File: src/rtl/operand_entry_if.sv
// operand_entry_if: keypad-to-operand bus between the keypad decoder and the capture unit
// Ports (slave = capture unit):
//   key_valid/key_code  in   one-cycle key strobe and 4-bit decoded key
//   operands            out  NUM_OPERANDS packed BCD operands, operand i at [i*DIGITS*4 +: DIGITS*4]
//   digit_count         out  digits entered in the active operand
//   active_idx          out  operand currently being entered
//   op_update           out  per-operand change/refresh pulse
//   overflow            out  pulse when a digit is rejected on a full operand
//   done                out  high while entry is locked
interface operand_entry_if #(
  parameter int NUM_OPERANDS = 2,
  parameter int DIGITS = 4,
  parameter int IDX_W = 1,
  parameter int CNT_W = 3
);
  logic key_valid;
  logic [3:0] key_code;
  logic [NUM_OPERANDS*DIGITS*4-1:0] operands;
  logic [CNT_W-1:0] digit_count;
  logic [IDX_W-1:0] active_idx;
  logic [NUM_OPERANDS-1:0] op_update;
  logic overflow;
  logic done;
  modport master (
    output key_valid, key_code,
    input operands, digit_count, active_idx, op_update, overflow, done
  );
  modport slave (
    input key_valid, key_code,
    output operands, digit_count, active_idx, op_update, overflow, done
  );
endinterface

File: src/rtl/operand_entry.sv
// operand_entry: converts keypad codes into multi-digit BCD operands with advance/backspace/clear/done
// Ports:
//   clk    in  rising-edge clock
//   reset  in  asynchronous active-high reset
//   bus    operand_entry_if.slave: key_valid/key_code in; operands, digit_count,
//          active_idx, op_update, overflow, done out (all registered)
module operand_entry #(
  parameter int NUM_OPERANDS = 2,
  parameter int DIGITS = 4,
  parameter int IDX_W = 1,
  parameter int CNT_W = 3
) (
  input logic clk,
  input logic reset,
  operand_entry_if.slave bus
);
  localparam int W = DIGITS * 4;
  typedef enum logic {ENTRY, DONE} state_t;
  state_t state_q, state_d;
  logic [W-1:0] opnd_q [NUM_OPERANDS];
  logic [W-1:0] opnd_d [NUM_OPERANDS];
  logic [CNT_W-1:0] cnt_q [NUM_OPERANDS];
  logic [CNT_W-1:0] cnt_d [NUM_OPERANDS];
  logic [IDX_W-1:0] idx_q, idx_d;
  logic init_q, init_d;
  logic [NUM_OPERANDS-1:0] upd_q, upd_d;
  logic ovf_q, ovf_d;
  logic [W-1:0] cur;
  logic [CNT_W-1:0] cur_cnt;
  logic digit;
  assign cur = opnd_q[idx_q];
  assign cur_cnt = cnt_q[idx_q];
  assign digit = bus.key_code <= 4'd9;
  always_comb begin
    opnd_d = opnd_q;
    cnt_d = cnt_q;
    idx_d = idx_q;
    state_d = state_q;
    init_d = 1'b0;
    upd_d = '0;
    ovf_d = 1'b0;
    // init_q marks the first edge after reset release: refresh only, key ignored
    if (init_q) upd_d = '1;
    else if (bus.key_valid && state_q == DONE) begin
      if (bus.key_code == 4'hF) begin
        for (int i = 0; i < NUM_OPERANDS; i++) begin
          opnd_d[i] = '0;
          cnt_d[i] = '0;
        end
        idx_d = '0;
        state_d = ENTRY;
        upd_d = '1;
      end
    end else if (bus.key_valid) begin
      if (digit) begin
        if (cur_cnt >= CNT_W'(DIGITS)) ovf_d = 1'b1;
        else if (cur_cnt != '0 || bus.key_code != 4'd0) begin
          opnd_d[idx_q] = (cur << 4) | W'(bus.key_code);
          cnt_d[idx_q] = cur_cnt + 1'b1;
          upd_d[idx_q] = 1'b1;
        end
      end else begin
        case (bus.key_code)
          4'hB: if (cur_cnt != '0) begin
            opnd_d[idx_q] = cur >> 4;
            cnt_d[idx_q] = cur_cnt - 1'b1;
            upd_d[idx_q] = 1'b1;
          end
          4'hC: if (idx_q == IDX_W'(NUM_OPERANDS - 1)) state_d = DONE;
                else idx_d = idx_q + 1'b1;
          4'hD: state_d = DONE;
          4'hF: begin
            opnd_d[idx_q] = '0;
            cnt_d[idx_q] = '0;
            upd_d[idx_q] = 1'b1;
          end
          default: ;
        endcase
      end
    end
  end
  always_ff @(posedge clk or posedge reset) begin
    if (reset) begin
      state_q <= ENTRY;
      for (int i = 0; i < NUM_OPERANDS; i++) begin
        opnd_q[i] <= '0;
        cnt_q[i] <= '0;
      end
      idx_q <= '0;
      init_q <= 1'b1;
      upd_q <= '0;
      ovf_q <= 1'b0;
    end else begin
      state_q <= state_d;
      opnd_q <= opnd_d;
      cnt_q <= cnt_d;
      idx_q <= idx_d;
      init_q <= init_d;
      upd_q <= upd_d;
      ovf_q <= ovf_d;
    end
  end
  for (genvar i = 0; i < NUM_OPERANDS; i++) begin : g_ops
    assign bus.operands[i*W +: W] = opnd_q[i];
  end
  assign bus.digit_count = cur_cnt;
  assign bus.active_idx = idx_q;
  assign bus.op_update = upd_q;
  assign bus.overflow = ovf_q;
  assign bus.done = state_q == DONE;
endmodule

File: src/flat_wrapper.sv
// flat-port wrapper written by rule: the top's interface ports become plain ports
module operand_entry_flat 
#(
  parameter int NUM_OPERANDS = 2,
  parameter int DIGITS = 4,
  parameter int IDX_W = 1,
  parameter int CNT_W = 3
)
  (clk, reset, bus_key_valid, bus_key_code, bus_operands, bus_digit_count, bus_active_idx, bus_op_update, bus_overflow, bus_done);
  operand_entry_if #(.NUM_OPERANDS(NUM_OPERANDS), .DIGITS(DIGITS), .IDX_W(IDX_W), .CNT_W(CNT_W)) bus_i ();
  input logic clk;
  input logic reset;
  input wire logic [$bits(bus_i.key_valid)-1:0] bus_key_valid;
  input wire logic [$bits(bus_i.key_code)-1:0] bus_key_code;
  output wire logic [$bits(bus_i.operands)-1:0] bus_operands;
  output wire logic [$bits(bus_i.digit_count)-1:0] bus_digit_count;
  output wire logic [$bits(bus_i.active_idx)-1:0] bus_active_idx;
  output wire logic [$bits(bus_i.op_update)-1:0] bus_op_update;
  output wire logic [$bits(bus_i.overflow)-1:0] bus_overflow;
  output wire logic [$bits(bus_i.done)-1:0] bus_done;
  assign bus_i.key_valid = bus_key_valid;
  assign bus_i.key_code = bus_key_code;
  assign bus_operands = bus_i.operands;
  assign bus_digit_count = bus_i.digit_count;
  assign bus_active_idx = bus_i.active_idx;
  assign bus_op_update = bus_i.op_update;
  assign bus_overflow = bus_i.overflow;
  assign bus_done = bus_i.done;
  operand_entry #(.NUM_OPERANDS(NUM_OPERANDS), .DIGITS(DIGITS), .IDX_W(IDX_W), .CNT_W(CNT_W)) u_core (.clk(clk), .reset(reset), .bus(bus_i));
endmodule
File: config.mk
export PLATFORM = sky130hd
export DESIGN_NAME = operand_entry_flat
export DESIGN_NICKNAME = d
export VERILOG_FILES = /design/src/rtl/operand_entry_if.sv /design/src/rtl/operand_entry.sv /design/src/flat_wrapper.sv
export SDC_FILE = /design/constraint.sdc
export NUM_CORES = 1
export LEC_CHECK = 0
export CAP_MARGIN = 20
export CORE_ASPECT_RATIO = 1.25
export CORE_MARGIN = 3
export CORE_UTILIZATION = 39
export CTS_CLUSTER_DIAMETER = 80
export DETAILED_ROUTE_END_ITERATION = 10
export GPL_TIMING_DRIVEN = 0
export RECOVER_POWER = 100
export SETUP_SLACK_MARGIN = 0.15
export SLEW_MARGIN = 20
export SYNTH_ARGS = -nofsm -noshare
export SYNTH_HDL_FRONTEND = slang
export SYNTH_SLANG_ARGS = --single-unit
export TNS_END_PERCENT = 100
File: constraint.sdc
create_clock -name clk -period 3.25 [get_ports clk]
set_clock_uncertainty 0.2 [all_clocks]
set_input_delay 0.65 -clock clk [delete_from_list [all_inputs] [get_ports clk]]
set_output_delay 0.65 -clock clk [all_outputs]
set_load 0.01 [all_outputs]
==> run_1/clocks.png <==
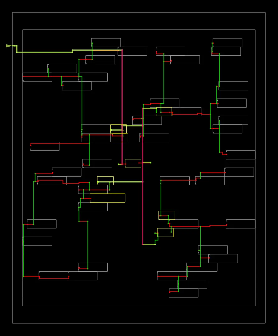
sequential cell count: 44
Num CTS Buffers: 5

==> run_1/layer_met3.png <==
Cells faint in the background.
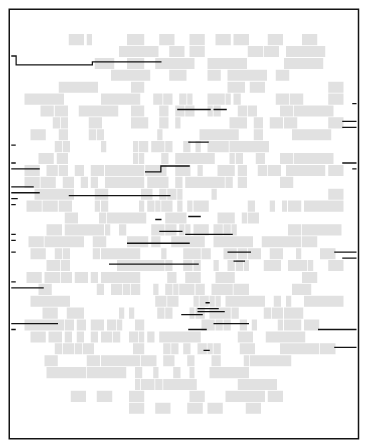
wire length on this layer: 248 microns
nets with wire on the layer: 37
main direction: horizontal
longest straight run: 23.0 microns
share of all routed wire: 3.4%
total routed wirelength: 7358 microns
GR Util met3: 0.03044
via count: 2,355

==> run_1/metal_density.png <==
Scale bar: 20 microns. The die is cut into 16 by 20 equal tiles; white is low, dark blue is high, scaled to the fullest tile. Values are wire area over tile area, all layers added.
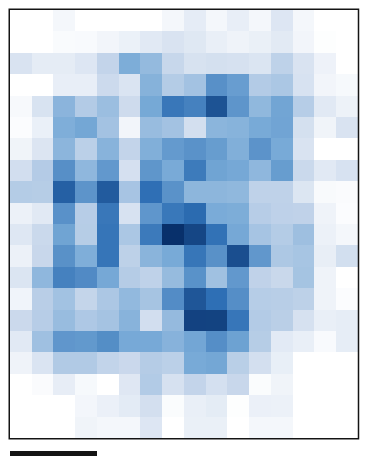
fullest tile: 0.52
emptiest ninth of the die: lower right
mean over tiles: 0.15
nearly empty tiles: 14%
tiles over half the peak: 21%
densest ninth of the die: centre

==> flow_summary.toml, run 1 <==
# flow metrics
[run_status]
status = "complete, no violations"

[detailed_routing]
drt_pass1_iterations = 4
wire_per_inst_microns = 17.86
drc = 0
drt_iter0_markers = 136

[clock_network]
cts_hold_buf = 0
cts_tree = "built"
clkTransAtPathRegs_ps = 80
clk_latency_ps = 300
clock_sinks = 44
htree_levels = 2

[worst_setup_path]
cp_max_fo = 10
reg2reg_slack_ps = 280
worstReg2RegStart = "u_core.bus.active_idx"
worst_setup_path_start_kind = "input port"
cpPeakStageDelay_ps = 570
cp.depth = 9
end_kind = "flip-flop"

[place]
hpwl_microns = 5367
place_congestion = 0.8769
dp_slack_ps = -31.39
dpl_cell_area_sq_um = 3222

[logic_synthesis]
yosysChipArea_sq_um = 2635
fp_nets = 283
ys_sh_simple = 0.1311
edf_count = 0
ff_type = "dfrtp_1"
synth_cell_type_count = 47
postSynthAreaPerCell_sq_um = 9.688
synthTopCellsByArea = "dfrtp_1, a22o_1, o21ai_0, mux2_2, o2bb2ai_1"
yosys_warnings = 0
ys_cells = 272
synth_flop_count = 44
synth_top_area_share = 0.4084
aoi_share = 0.3072
largest_area_cell = "dfrtp_1"
synth_seq_share = 0.4183
synth_area_sq_um = 2635

[power_and_ir_drop]
pwr-share-seq = 0.388
p_comb_frac = 0.348
p_comb_uw = 612
leakage_uw = 0.001528
clkPwrFrac = 0.265
switchingPower_uw = 599.3
internal_power_uw = 1160
power.total_uw = 1760

[final_timing]
tightest_slew_ps = 1242
finalCritPeriodShare = 0.9300
setup_tns_ps = 0
layout_min_cycle_time_ps = 3023
rsz0062_at_grt = "true"
slew_violations = 0
setup_viol = 0

[layout]
num-nonclk-inverters = 10
lay_top_count = "dfrtp_1"
clock_area_frac = 0.03800
utilization = 0.5224
final-instance-count-excl-fill = 412
mostFrequentLayoutCells = "dfrtp_1, dlygate4sd3_1, o21ai_0"
nMultiInputCombCells = 198
finalNetCount = 337
largest_register_ffs = 32
fillCellCount = 614
comb_area_sq_um = 1370
largest_class = "multi-input combinational cells"
area_growth_pct = 26.21
seq_area_frac = 0.3315
clock_buffers = 7
comb_area_frac = 0.4120
drive_gt1_frac = 0.1193

[min_path]
hp-start = "u_core.cnt_q[4]"
hold_path.class = "flip-flop to flip-flop"
holdPathEnd = "u_core.cnt_q[4]"

[floorplanning]
die_w_microns = 79.52
die_h_microns = 97.90
row_count = 32
dieArea_sq_um = 7785
pin_count = 47
core_area_sq_um = 6366
taps = 85

[global_routing]
grt_max_degree = 28
grt_usage = 0.2012
antenna_found_initial = 0
grt_first_pass_wirelength_microns = 12590
grt_overflow = 0

[run]
maxCapViolCount = 0
warnings = 28
[run 1: cells in the mapped netlist (4+ instances only)]
cell type   n
nor2b_1    11
clkbuf_1    9
dfrtp_1    43
buf_2       5
a21boi_0    8
nor2_1     11
a21oi_1    10
inv_1       9
a22o_1     20
o21ai_0    33
and3_1      9
nor3_1      4
o2bb2ai_1  10
a31oi_1     8
ha_1        4
nand2_1    19
mux2_2     10
nand3_1     5
buf_6       5
[run 1: per-layer routing]
metal | track usage | vias to the layer above | share of wire | wire, microns
met5 | 0 | - | 0 | 0
met4 | 0.04630 | 0 | 0.012 | 89
met3 | 0.03044 | 9 | 0.034 | 248
met2 | 0.3408 | 57 | 0.49 | 3618
met1 | 0.2686 | 1175 | 0.46 | 3402
li1 | - | 1114 | - | -
==> run 2: changes to the inputs <==
CORE_UTILIZATION = 53   (was 39)
PLACE_DENSITY = 0.8   (was unset)
SETUP_SLACK_MARGIN = 0.5   (was 0.15)
==> run_2/clk_routes.png <==
Scale bar: 20 microns.
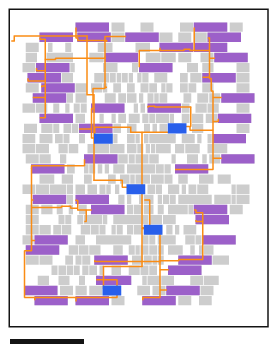
legend:
  orange:
    item: clock wires
    length: 580 microns
  purple:
    item: flip-flops
    count: 44
  blue:
    item: clock drivers
    count: 5
flops lie: widely spread
routed clock nets: 6
clk_lat worst skew: 300 ps
clock share of power: 0.213

==> flow_summary.toml, run 2 <==
# flow metrics
[place]
dpl_cell_area_sq_um = 3192
hpwl_microns = 5175

[layout]
fillCellCount = 392
largest_class = "multi-input combinational cells"
seq_area_frac = 0.3245
num-nonclk-inverters = 10
flop-count = 44
lay_top_count = "dfrtp_1"
comb_area_sq_um = 1409
clock_area_frac = 0.02762
comb_area_frac = 0.4147
nMultiInputCombCells = 198
drive_gt1_frac = 0.1562
area_growth_pct = 28.92
finalNetCount = 343
mostFrequentLayoutCells = "dfrtp_1, dlygate4sd3_1, o21ai_0"

[worst_setup_path]
worstReg2RegStart = "u_core.bus.active_idx"
cpPeakStageDelay_ps = 620
worst_setup_path_start_kind = "input port"
cp.depth = 8
cp_max_fo = 10
end_kind = "flip-flop"

[clock_network]
cts_hold_buf = 0
cts_tree = "built"
clock_sinks = 44
htree_levels = 2

[min_path]
hp-start = "u_core.cnt_q[1]"
holdPathEnd = "u_core.cnt_q[1]"

[logic_synthesis]
ys_sh_simple = 0.1311
synth_cell_type_count = 47
postSynthAreaPerCell_sq_um = 9.688
yosysChipArea_sq_um = 2635
synthTopCellsByCount = "dfrtp_1, o21ai_0, a22o_1, nand2_1"
synth_top_area_share = 0.4084
ys_cells = 272
fp_nets = 283
synth_flop_count = 44
edf_count = 0
synth_area_sq_um = 2635
aoi_share = 0.3072
synth_seq_share = 0.4183
yosys_warnings = 0
synth_top_cell_by_count = "dfrtp_1"
ff_type = "dfrtp_1"
synthTopCellsByArea = "dfrtp_1, a22o_1, o21ai_0, mux2_2, o2bb2ai_1"
largest_area_cell = "dfrtp_1"

[global_routing]
grtUsageMet1 = 0.3152
gr-usage-met2 = 0.4306
grt_first_pass_wirelength_microns = 12110
grt_usage = 0.2565
grt_busiest_layer = "met2"
antenna_found_initial = 0
met3_usage = 0.04502

[run_status]
status = "complete, no violations"

[final_timing]
slew_violations = 0
setup_tns_ps = 0
layout_min_cycle_time_ps = 2918
setup_viol = 0

[floorplanning]
pin_count = 47
dieArea_sq_um = 5859
row_count = 28
core_area_sq_um = 4765
taps = 60
die_h_microns = 84.84

[run]
maxCapViolCount = 0
warnings = 27

[power_and_ir_drop]
leakage_uw = 0.001567

[detailed_routing]
via_count = 2469
drt_iter0_markers = 180
==> run 2: cell counts after synthesis <==
No cell type changed its count.
==> run 2: metrics by stage <==
step                setup slack (ps)  power (uW)  utilization  cells
floorplan                      576.2        1101            -    272
global placement               59.68        1316       0.6657    378
detailed placement             25.48        1339       0.6699    379
CTS                            503.0        1719       0.6983    388
global route                   251.2        1827       0.7130    393
finish                         331.9        1735       0.7130    393
==> run 2: routing by layer <==
metal | share of wire | vias up
met4 | 0.028 | 0
met2 | 0.50 | 122
met1 | 0.42 | 1185
met3 | 0.052 | 26
li1 | - | 1136
met5 | 0 | -
==> run 2: report_power, final <==
group          leakage [uW]  switching, uW  internal, uW  total, uW
logic              0.000933            365           315        680
registers          0.000589           69.9           616        686
clock network     0.0000445            196           173        369
Power and IR drop assume default switching activity.
